<file path="src/rtl/instr_loader_pkg.sv">
// rtl/instr_loader_pkg.sv - shared types and constants for the instruction loader
// Contents: loader state enum, bytes per instruction word, byte-index width.
package instr_loader_pkg;

  typedef enum logic [1:0] {
    IDLE,
    LOAD,
    DONE,
    ERR
  } state_e;

  localparam int BYTES_PER_WORD = 4;
  localparam int BYTE_IDX_W     = $clog2(BYTES_PER_WORD);

endpackage

</file>
<file path="src/rtl/instr_loader_packer.sv">
// rtl/instr_loader_packer.sv - little-endian byte-to-word assembler
// Ports:
//   clk, rst_n   clock, asynchronous active-low reset
//   clr_i        restart assembly at byte 0 (start of a new load)
//   valid_i      a byte is being accepted this cycle
//   byte_i       the accepted byte
//   word_o       assembled word including byte_i (meaningful with word_done_o)
//   word_done_o  byte_i completes the current word
module instr_loader_packer
  import instr_loader_pkg::*;
(
  input  logic                        clk,
  input  logic                        rst_n,
  input  logic                        clr_i,
  input  logic                        valid_i,
  input  logic [7:0]                  byte_i,
  output logic [8*BYTES_PER_WORD-1:0] word_o,
  output logic                        word_done_o
);

  logic [BYTE_IDX_W-1:0]             idx_q, idx_d;
  // Only the first three bytes need storage; the fourth arrives on byte_i.
  logic [8*(BYTES_PER_WORD-1)-1:0]   sh_q, sh_d;

  // Bytes shift in from the top, so after four bytes the first one sits in [7:0].
  assign word_o      = {byte_i, sh_q};
  assign word_done_o = valid_i && (idx_q == BYTE_IDX_W'(BYTES_PER_WORD - 1));

  always_comb begin
    idx_d = idx_q;
    sh_d  = sh_q;
    if (clr_i) begin
      idx_d = '0;
    end else if (valid_i) begin
      sh_d  = word_o[8*BYTES_PER_WORD-1:8];
      idx_d = idx_q + 1'b1;
    end
  end

  always_ff @(posedge clk or negedge rst_n) begin
    if (!rst_n) begin
      idx_q <= '0;
      sh_q  <= '0;
    end else begin
      idx_q <= idx_d;
      sh_q  <= sh_d;
    end
  end

endmodule

</file>
<file path="src/rtl/instr_loader.sv">
// rtl/instr_loader.sv - boot-time instruction-memory loader from a byte stream
// Optional feature macro: LOADER_CHECKSUM_EN (trailing XOR checksum byte, ERR state).
// Ports:
//   clk, rst_n            clock, asynchronous active-low reset
//   start, word_count     begin a load of word_count words (clamped to DEPTH)
//   in_valid/in_data      byte stream in, in_ready out
//   wr_en/wr_addr/wr_data instruction-memory write port
//   core_rst_n            core reset, released one cycle after done
//   busy, done, err       load status
module instr_loader
  import instr_loader_pkg::*;
#(
  parameter int ADDR_WIDTH  = 8,
  parameter int INSTR_WIDTH = 32,
  parameter int DEPTH       = 2 ** ADDR_WIDTH
) (
  input  logic                   clk,
  input  logic                   rst_n,
  input  logic                   start,
  input  logic [ADDR_WIDTH:0]    word_count,
  input  logic                   in_valid,
  input  logic [7:0]             in_data,
  output logic                   in_ready,
  output logic                   wr_en,
  output logic [ADDR_WIDTH-1:0]  wr_addr,
  output logic [INSTR_WIDTH-1:0] wr_data,
  output logic                   core_rst_n,
  output logic                   busy,
  output logic                   done,
  output logic                   err
);

  localparam int            CW      = ADDR_WIDTH + 1;
  localparam logic [CW-1:0] DEPTH_C = CW'(DEPTH);

  state_e                 state_q, state_d;
  logic [CW-1:0]          count_q, count_d, widx_q, widx_d, count_clamped;
  logic                   wr_en_q, wr_en_d;
  logic [ADDR_WIDTH-1:0]  wr_addr_q, wr_addr_d;
  logic [INSTR_WIDTH-1:0] wr_data_q, wr_data_d;
  logic                   in_ready_q, in_ready_d;
  logic                   busy_q, busy_d;
  logic                   done_q, done_d;
  logic                   core_rst_n_q, core_rst_n_d;
  logic                   accept, restart, pk_clr, pk_valid, pk_done;
  logic [INSTR_WIDTH-1:0] pk_word;

`ifdef LOADER_CHECKSUM_EN
  logic       ck_q, ck_d;       // next accepted byte is the checksum
  logic [7:0] csum_q, csum_d;
  logic       err_q, err_d;
  assign pk_valid = accept && !ck_q;
  assign err      = err_q;
`else
  assign pk_valid = accept;
  assign err      = 1'b0;
`endif

  assign accept        = in_valid && in_ready_q;
  assign restart       = start && (state_q == DONE);
  assign count_clamped = (word_count > DEPTH_C) ? DEPTH_C : word_count;

  instr_loader_packer u_packer (
    .clk        (clk),
    .rst_n      (rst_n),
    .clr_i      (pk_clr),
    .valid_i    (pk_valid),
    .byte_i     (in_data),
    .word_o     (pk_word),
    .word_done_o(pk_done)
  );

  always_comb begin
    state_d   = state_q;
    count_d   = count_q;
    widx_d    = widx_q;
    wr_en_d   = 1'b0;
    wr_addr_d = wr_addr_q;
    wr_data_d = wr_data_q;
    pk_clr    = 1'b0;
`ifdef LOADER_CHECKSUM_EN
    ck_d      = ck_q;
    csum_d    = csum_q;
`endif
    case (state_q)
      LOAD: begin
        // start is deliberately ignored here.
        if (accept) begin
`ifdef LOADER_CHECKSUM_EN
          if (ck_q) begin
            state_d = (in_data == csum_q) ? DONE : ERR;
            ck_d    = 1'b0;
          end else begin
            csum_d = csum_q ^ in_data;
`endif
            if (pk_done) begin
              wr_en_d   = 1'b1;
              wr_addr_d = widx_q[ADDR_WIDTH-1:0];
              wr_data_d = pk_word;
              widx_d    = widx_q + CW'(1);
              if (widx_d == count_q) begin
`ifdef LOADER_CHECKSUM_EN
                ck_d = 1'b1;
`else
                state_d = DONE;
`endif
              end
            end
`ifdef LOADER_CHECKSUM_EN
          end
`endif
        end
      end
      default: begin
        // IDLE, DONE and ERR all (re)start a load on start.
        if (start) begin
          count_d = count_clamped;
          widx_d  = '0;
          pk_clr  = 1'b1;
`ifdef LOADER_CHECKSUM_EN
          csum_d  = '0;
          ck_d    = (count_clamped == '0);
          state_d = LOAD;
`else
          state_d = (count_clamped == '0) ? DONE : LOAD;
`endif
        end
      end
    endcase

    // Outputs are registered from the next state. A restart from DONE with a
    // zero count stays in DONE, so done is forced low for that one cycle.
    in_ready_d   = (state_d == LOAD);
    busy_d       = (state_d == LOAD);
    done_d       = (state_d == DONE) && !restart;
    core_rst_n_d = done_q && (state_d == DONE) && !restart;
`ifdef LOADER_CHECKSUM_EN
    err_d        = (state_d == ERR);
`endif
  end

  always_ff @(posedge clk or negedge rst_n) begin
    if (!rst_n) begin
      state_q      <= IDLE;
      count_q      <= '0;
      widx_q       <= '0;
      wr_en_q      <= 1'b0;
      wr_addr_q    <= '0;
      wr_data_q    <= '0;
      in_ready_q   <= 1'b0;
      busy_q       <= 1'b0;
      done_q       <= 1'b0;
      core_rst_n_q <= 1'b0;
`ifdef LOADER_CHECKSUM_EN
      ck_q         <= 1'b0;
      csum_q       <= '0;
      err_q        <= 1'b0;
`endif
    end else begin
      state_q      <= state_d;
      count_q      <= count_d;
      widx_q       <= widx_d;
      wr_en_q      <= wr_en_d;
      wr_addr_q    <= wr_addr_d;
      wr_data_q    <= wr_data_d;
      in_ready_q   <= in_ready_d;
      busy_q       <= busy_d;
      done_q       <= done_d;
      core_rst_n_q <= core_rst_n_d;
`ifdef LOADER_CHECKSUM_EN
      ck_q         <= ck_d;
      csum_q       <= csum_d;
      err_q        <= err_d;
`endif
    end
  end

  assign in_ready   = in_ready_q;
  assign wr_en      = wr_en_q;
  assign wr_addr    = wr_addr_q;
  assign wr_data    = wr_data_q;
  assign busy       = busy_q;
  assign done       = done_q;
  assign core_rst_n = core_rst_n_q;

endmodule
</file>
<file path="config.mk">
export PLATFORM = sky130hd
export DESIGN_NAME = instr_loader
export DESIGN_NICKNAME = d
export VERILOG_FILES = /design/src/rtl/instr_loader_pkg.sv /design/src/rtl/instr_loader_packer.sv /design/src/rtl/instr_loader.sv
export SDC_FILE = /design/constraint.sdc
export NUM_CORES = 1
export LEC_CHECK = 0
export ABC_AREA = 1
export CORE_MARGIN = 3
export CORE_UTILIZATION = 35
export DETAILED_ROUTE_END_ITERATION = 8
export GPL_TIMING_DRIVEN = 1
export SYNTH_ARGS = -nofsm -noshare
export SYNTH_HDL_FRONTEND = slang
export SYNTH_HIERARCHICAL = 1
export SYNTH_SLANG_ARGS = --single-unit
</file>
<file path="constraint.sdc">
create_clock -name clk -period 2.3 [get_ports clk]
set_clock_uncertainty 0.15 [all_clocks]
set_input_delay 0.575 -clock clk [delete_from_list [all_inputs] [get_ports clk]]
set_output_delay 0.575 -clock clk [all_outputs]
set_load 0.01 [all_outputs]
</file>
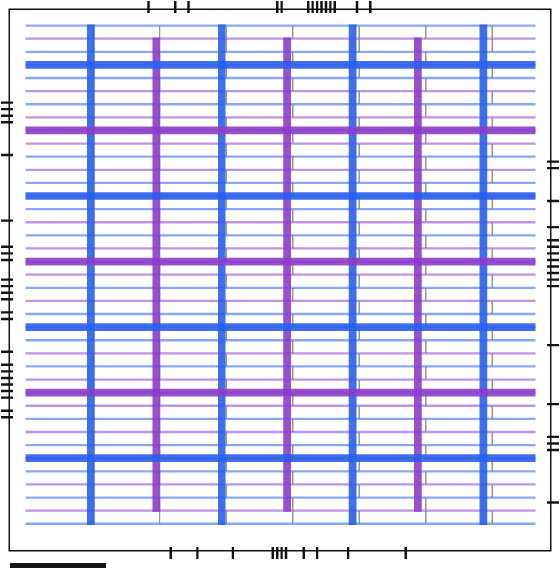
Fig. 1. Power grid (run 1).
The bar under the picture is 20 um long. Pins as bars on the die edge. Tap cells in grey.
VSS: shown in blue. VDD: shown in purple.
39 met1 rails follow the rows. The core has 38 rows.

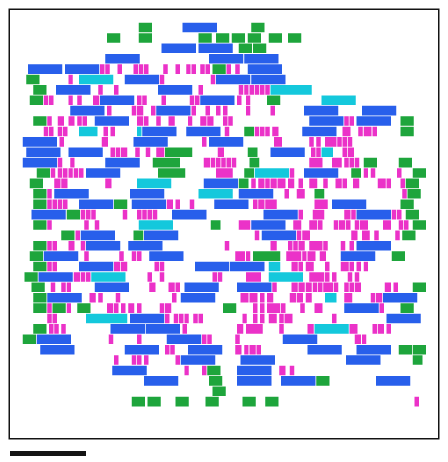
Fig. 2. Cells coloured by class (run 1).
The bar under the picture is 20 um long.
combinational and other logic: shown in magenta, cells 343. other buffers and delay cells: shown in green, cells 78. flops: shown in blue, cells 90. clock drivers and dummy loads: shown in cyan, cells 16.

==> summary.txt, run 1 <==
fresh numbers from the pnr run: Non-clock inverters=39, Tightest Pin Transition=0.531 ns, final cycle utilization of the critical path=89.7%, H-tree depth=3, clk tree area frac=6.49%, routed wire length=8.72 mm, Flops=90, P_seq=2.40 mW, post-route setup slack=0.236 ns, fin crit period=2.06 ns, drt via density=4.63, Cell Type Count=26, end of the worst register-to-register path=core_rst_n, Slowest-stage cell, CP=clkdlybuf4s50_1, CLK BUF=11, Non-Filler Instances=667, Yosys reg bits=90, Combinational Area=1370 um^2, largest net degree at the start of global routing=40, r2r setup slk=0.38 ns, Leading power group=registers, DR top layer=met4, XOR-XNOR Cells, Area Fraction=0.668%, Clock Path Buffers=2, crit path kind=primary input to flop, # hold bufs at CTS=0, total gr overflow=0, Non-CTS buffers=78, Net Count, Synth=482, CP peak stage delay=0.48 ns, CP max FO=4, GRT Total Usage=14.8%, R2R cell count=10, Synth Warn #=6, Area growth syn-to-layout=28.8%, via count=3086, status=finished clean, WP data required=2.42 ns, placed cell count=651, Final Max-Slew Violation Tally=0, DR WL met3=398 um, Reg clk slew, reported paths=0.07 ns, share of cells above drive strength 1=10.1%, global route hottest layer=met2, Async SR Flop Fraction=100%, sequential share of power=41.3%, fp util=36.0%, DR pass1 iterations=4, CP startpoint=in_valid, max reg flops=32, delay-heaviest family, CP=simple AND/OR/NAND/NOR gates, MUX share of area=0%, f_max=485 MHz, Ports=67, diode count=0, Commonest Layout Cell=nand2_1, Int Power=3.96 mW, fillers=1069, met3 Resource Use GR=3.94%, most common logic cells in the final layout=nand2_1 (197), dfrtp_1 (90), clkdlybuf4s50_1 (64), crit path cell chain=clkdlybuf4s50_1, nand2_1, inv_1, nand2_1, inv_1, nand3_1, nor2_2, nand3_1, nor2_2, nand2_1, nor2_2, nand3_2, o21ai_2, nand2_2, nor2_2, num tapcells=140, Area leader share=57.2%, Hold WS=0.0561 ns, I/O Buffers=65, RSZ-0062 raised after global routing=false, WP buf/inv=3, Post-synth EDFFs=0, Post-CTS Setup Inserts=0, switching share of power=31.8%, Cell Area, Synth=3940 um^2, post-synthesis cell count=459, Commonest flop=dfrtp_1, Clock Power=1.61 mW, Final Setup Violations=0, tool warning count=26, dpl hpwl=6.11 mm, Combinational Power Share=31.1%, Critical Path Source Type=primary input, sequential area share after synthesis=57.2%, ANT nets after route=0, worst min path class=primary input to async pin, met1 Usage GRT=19.7%, Simple-Gate Area Share=28.4%, proportion of cell area occupied by registers=44.4%, Top class by area=registers, Main logic family=simple AND/OR/NAND/NOR gates, fin nets=545, Placement Rows=38, Design Area, Final=5070 um^2, Setup TNS=0 ns, CP endpoint=core_rst_n, # clock sinks=90, vias in the first global route=3174, worst ir drop on vdd=0.670 mV, global-route wire length before repair=15.2 mm, # Cells Yosys=459, CP most frequent cell=nor2_2, Comb gates=304, routability cong.=0.843, top cells by count, synth=nand2_1 (197), dfrtp_1 (90), nand3_1 (39), Stages on worst setup path=15, # resized after CTS=0, Die Width=112 um, chip area=12600 um^2, buffering overhead=15.7%, worst r2r src=widx_q[0], Max Cap Violations=0, dominant cell type by area after synthesis=dfrtp_1, clock root buffer=clkbuf_16, Avg Cell Area, Syn=8.57 um^2, Switch Pwr=1.85 mW, met2 Use GR=23.6%, top-count cell post-synth=nand2_1, Worst Setup End Kind=flop, Flop area=2250 um^2, CP arrival=2.18 ns
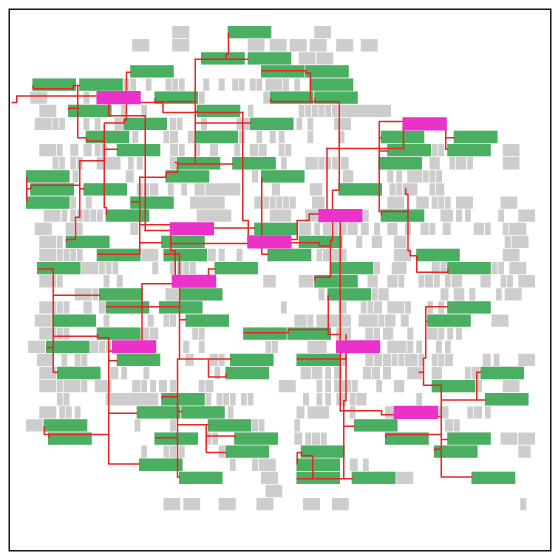
Fig. 3. Clock network drawn from the DEF (run 1).
clock drivers: shown in magenta, count 9. flip-flops: shown in green, count 90. clock wires: shown in red, length 1140 um.
Position of the flops: spread over the die.

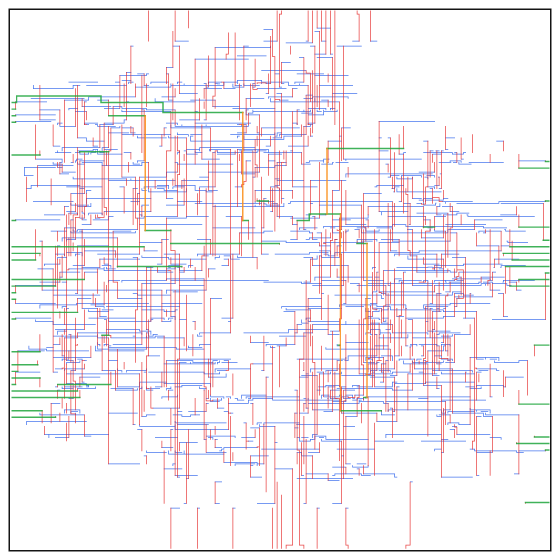
Fig. 4. Wiring by layer (run 1).
metal 4: shown in orange, wire length 133 um. metal 3: shown in green, wire length 399 um. metal 1: shown in blue, wire length 4050 um. metal 2: shown in red, wire length 4130 um.

Fig. 5: run 1, congestion heat map
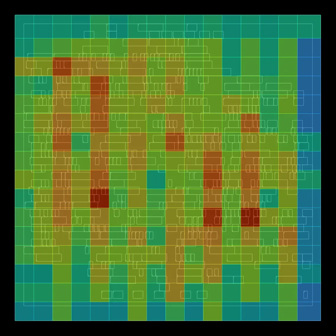

## Run 2: what changed since run 1
Settings changed: PLACE_DENSITY set to 0.53.
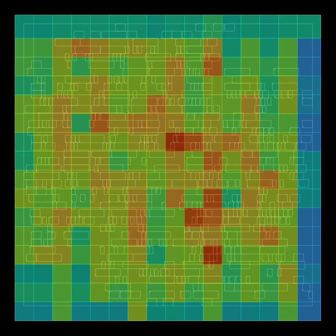
Fig. 6. Congestion heat map (run 2).
fin util: 46.7%
met2 Use GR: 24.0%

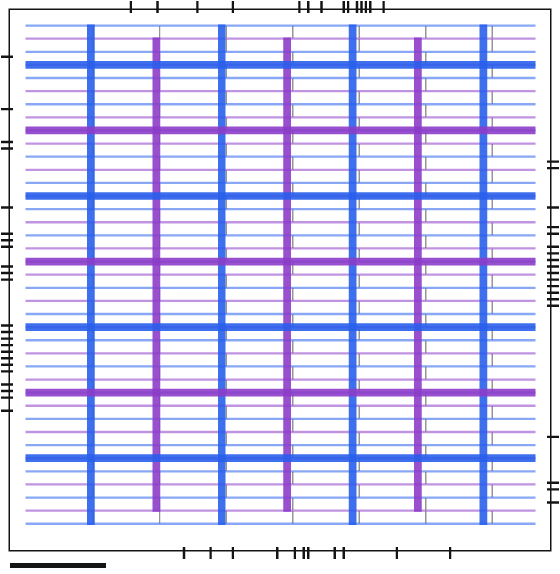
Fig. 7. Power grid (run 2).
The bar under the picture is 20 um long. Pins as bars on the die edge. Tap cells in grey.
VDD: shown in purple. VSS: shown in blue.
The core has 38 rows. 140 tap cells. 67 signal pins sit on the boundary. 39 met1 rails follow the rows. 7 straps on met5.

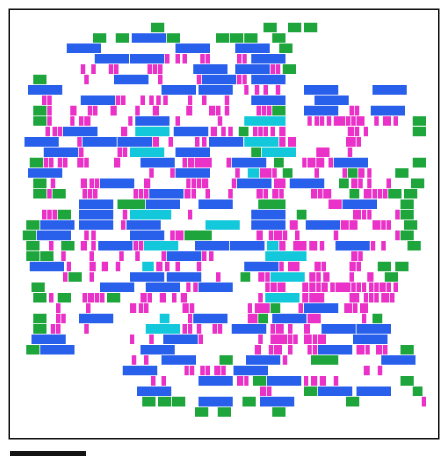
Fig. 8. Cells coloured by class (run 2).
The bar under the picture is 20 um long.
combinational and other logic: shown in magenta, cells 343. clock drivers and dummy loads: shown in cyan, cells 16. flops: shown in blue, cells 90. other buffers and delay cells: shown in green, cells 81.

==> run 2 against run 1 <==
Effect of this change: final cell count is 0.45% higher; maximum frequency rose by 0.51%; sequential share of layout area decreased by 0.37 points; largest cell class unchanged; critical endpoint unchanged; sequential power hardly changed; die area stayed put; first-iteration DRC count rose by 56%; utilization rose by 0.39 points.
==> summary.txt, run 2 <==
fresh numbers from the pnr run: Combinational Power Share=30.5%, Synth Warn #=6, CP most frequent cell=nor2_2, Switch Pwr=1.88 mW, total gr overflow=0, via count=3099, Setup TNS=0 ns, Stages on worst setup path=15, fin nets=548, fillers=1071, ANT nets after route=0, tool warning count=26, Yosys reg bits=90, met1 Usage GRT=21.5%, DR pass1 iterations=5, CLK BUF=9, Worst Setup End Kind=flop, placed cell count=654, P_seq=2.41 mW, dpl hpwl=6.43 mm, Avg Cell Area, Syn=8.57 um^2, Cell Area, Synth=3940 um^2, CP arrival=2.17 ns, Comb gates=304, # Cells Yosys=459, WP data required=2.41 ns, Non-CTS buffers=81, delay-heaviest family, CP=simple AND/OR/NAND/NOR gates, Net Count, Synth=482, WP buf/inv=3, Design Area, Final=5110 um^2, Final Max-Slew Violation Tally=0, # clock sinks=90, fp util=36.0%, GRT Total Usage=15.3%, vias in the first global route=3157, I/O Buffers=65, clock root buffer=clkbuf_16, end of the worst register-to-register path=core_rst_n, Clock Path Buffers=2, Final Setup Violations=0, Simple-Gate Area Share=28.4%, buffering overhead=16.0%, largest net degree at the start of global routing=40, f_max=487 MHz, fin crit period=2.05 ns, global route hottest layer=met2, crit path kind=primary input to flop, sequential share of power=40.6%, Slowest-stage cell, CP=clkdlybuf4s50_1, diode count=0, Commonest Layout Cell=nand2_1, Non-Filler Instances=670, Leading power group=registers, Cell Type Count=26, XOR-XNOR Cells, Area Fraction=0.668%, MUX share of area=0%, CP peak stage delay=0.48 ns, global-route wire length before repair=15.7 mm, switching share of power=31.8%, status=finished clean, clk tree area frac=6.83%, routability cong.=0.795, share of cells above drive strength 1=10.8%, top-count cell post-synth=nand2_1, DR WL met3=471 um, max reg flops=32, Top class by area=registers, top cells by count, synth=nand2_1 (197), dfrtp_1 (90), nand3_1 (39), R2R cell count=10, Ports=67, proportion of cell area occupied by registers=44.1%, DR top layer=met4, Critical Path Source Type=primary input, Non-clock inverters=39, Area leader share=57.2%, RSZ-0062 raised after global routing=false, CP startpoint=in_valid, routed wire length=9.12 mm, drt via density=4.63, worst min path class=primary input to async pin, Main logic family=simple AND/OR/NAND/NOR gates, # resized after CTS=0
Power is estimated from default activity; no workload was simulated.
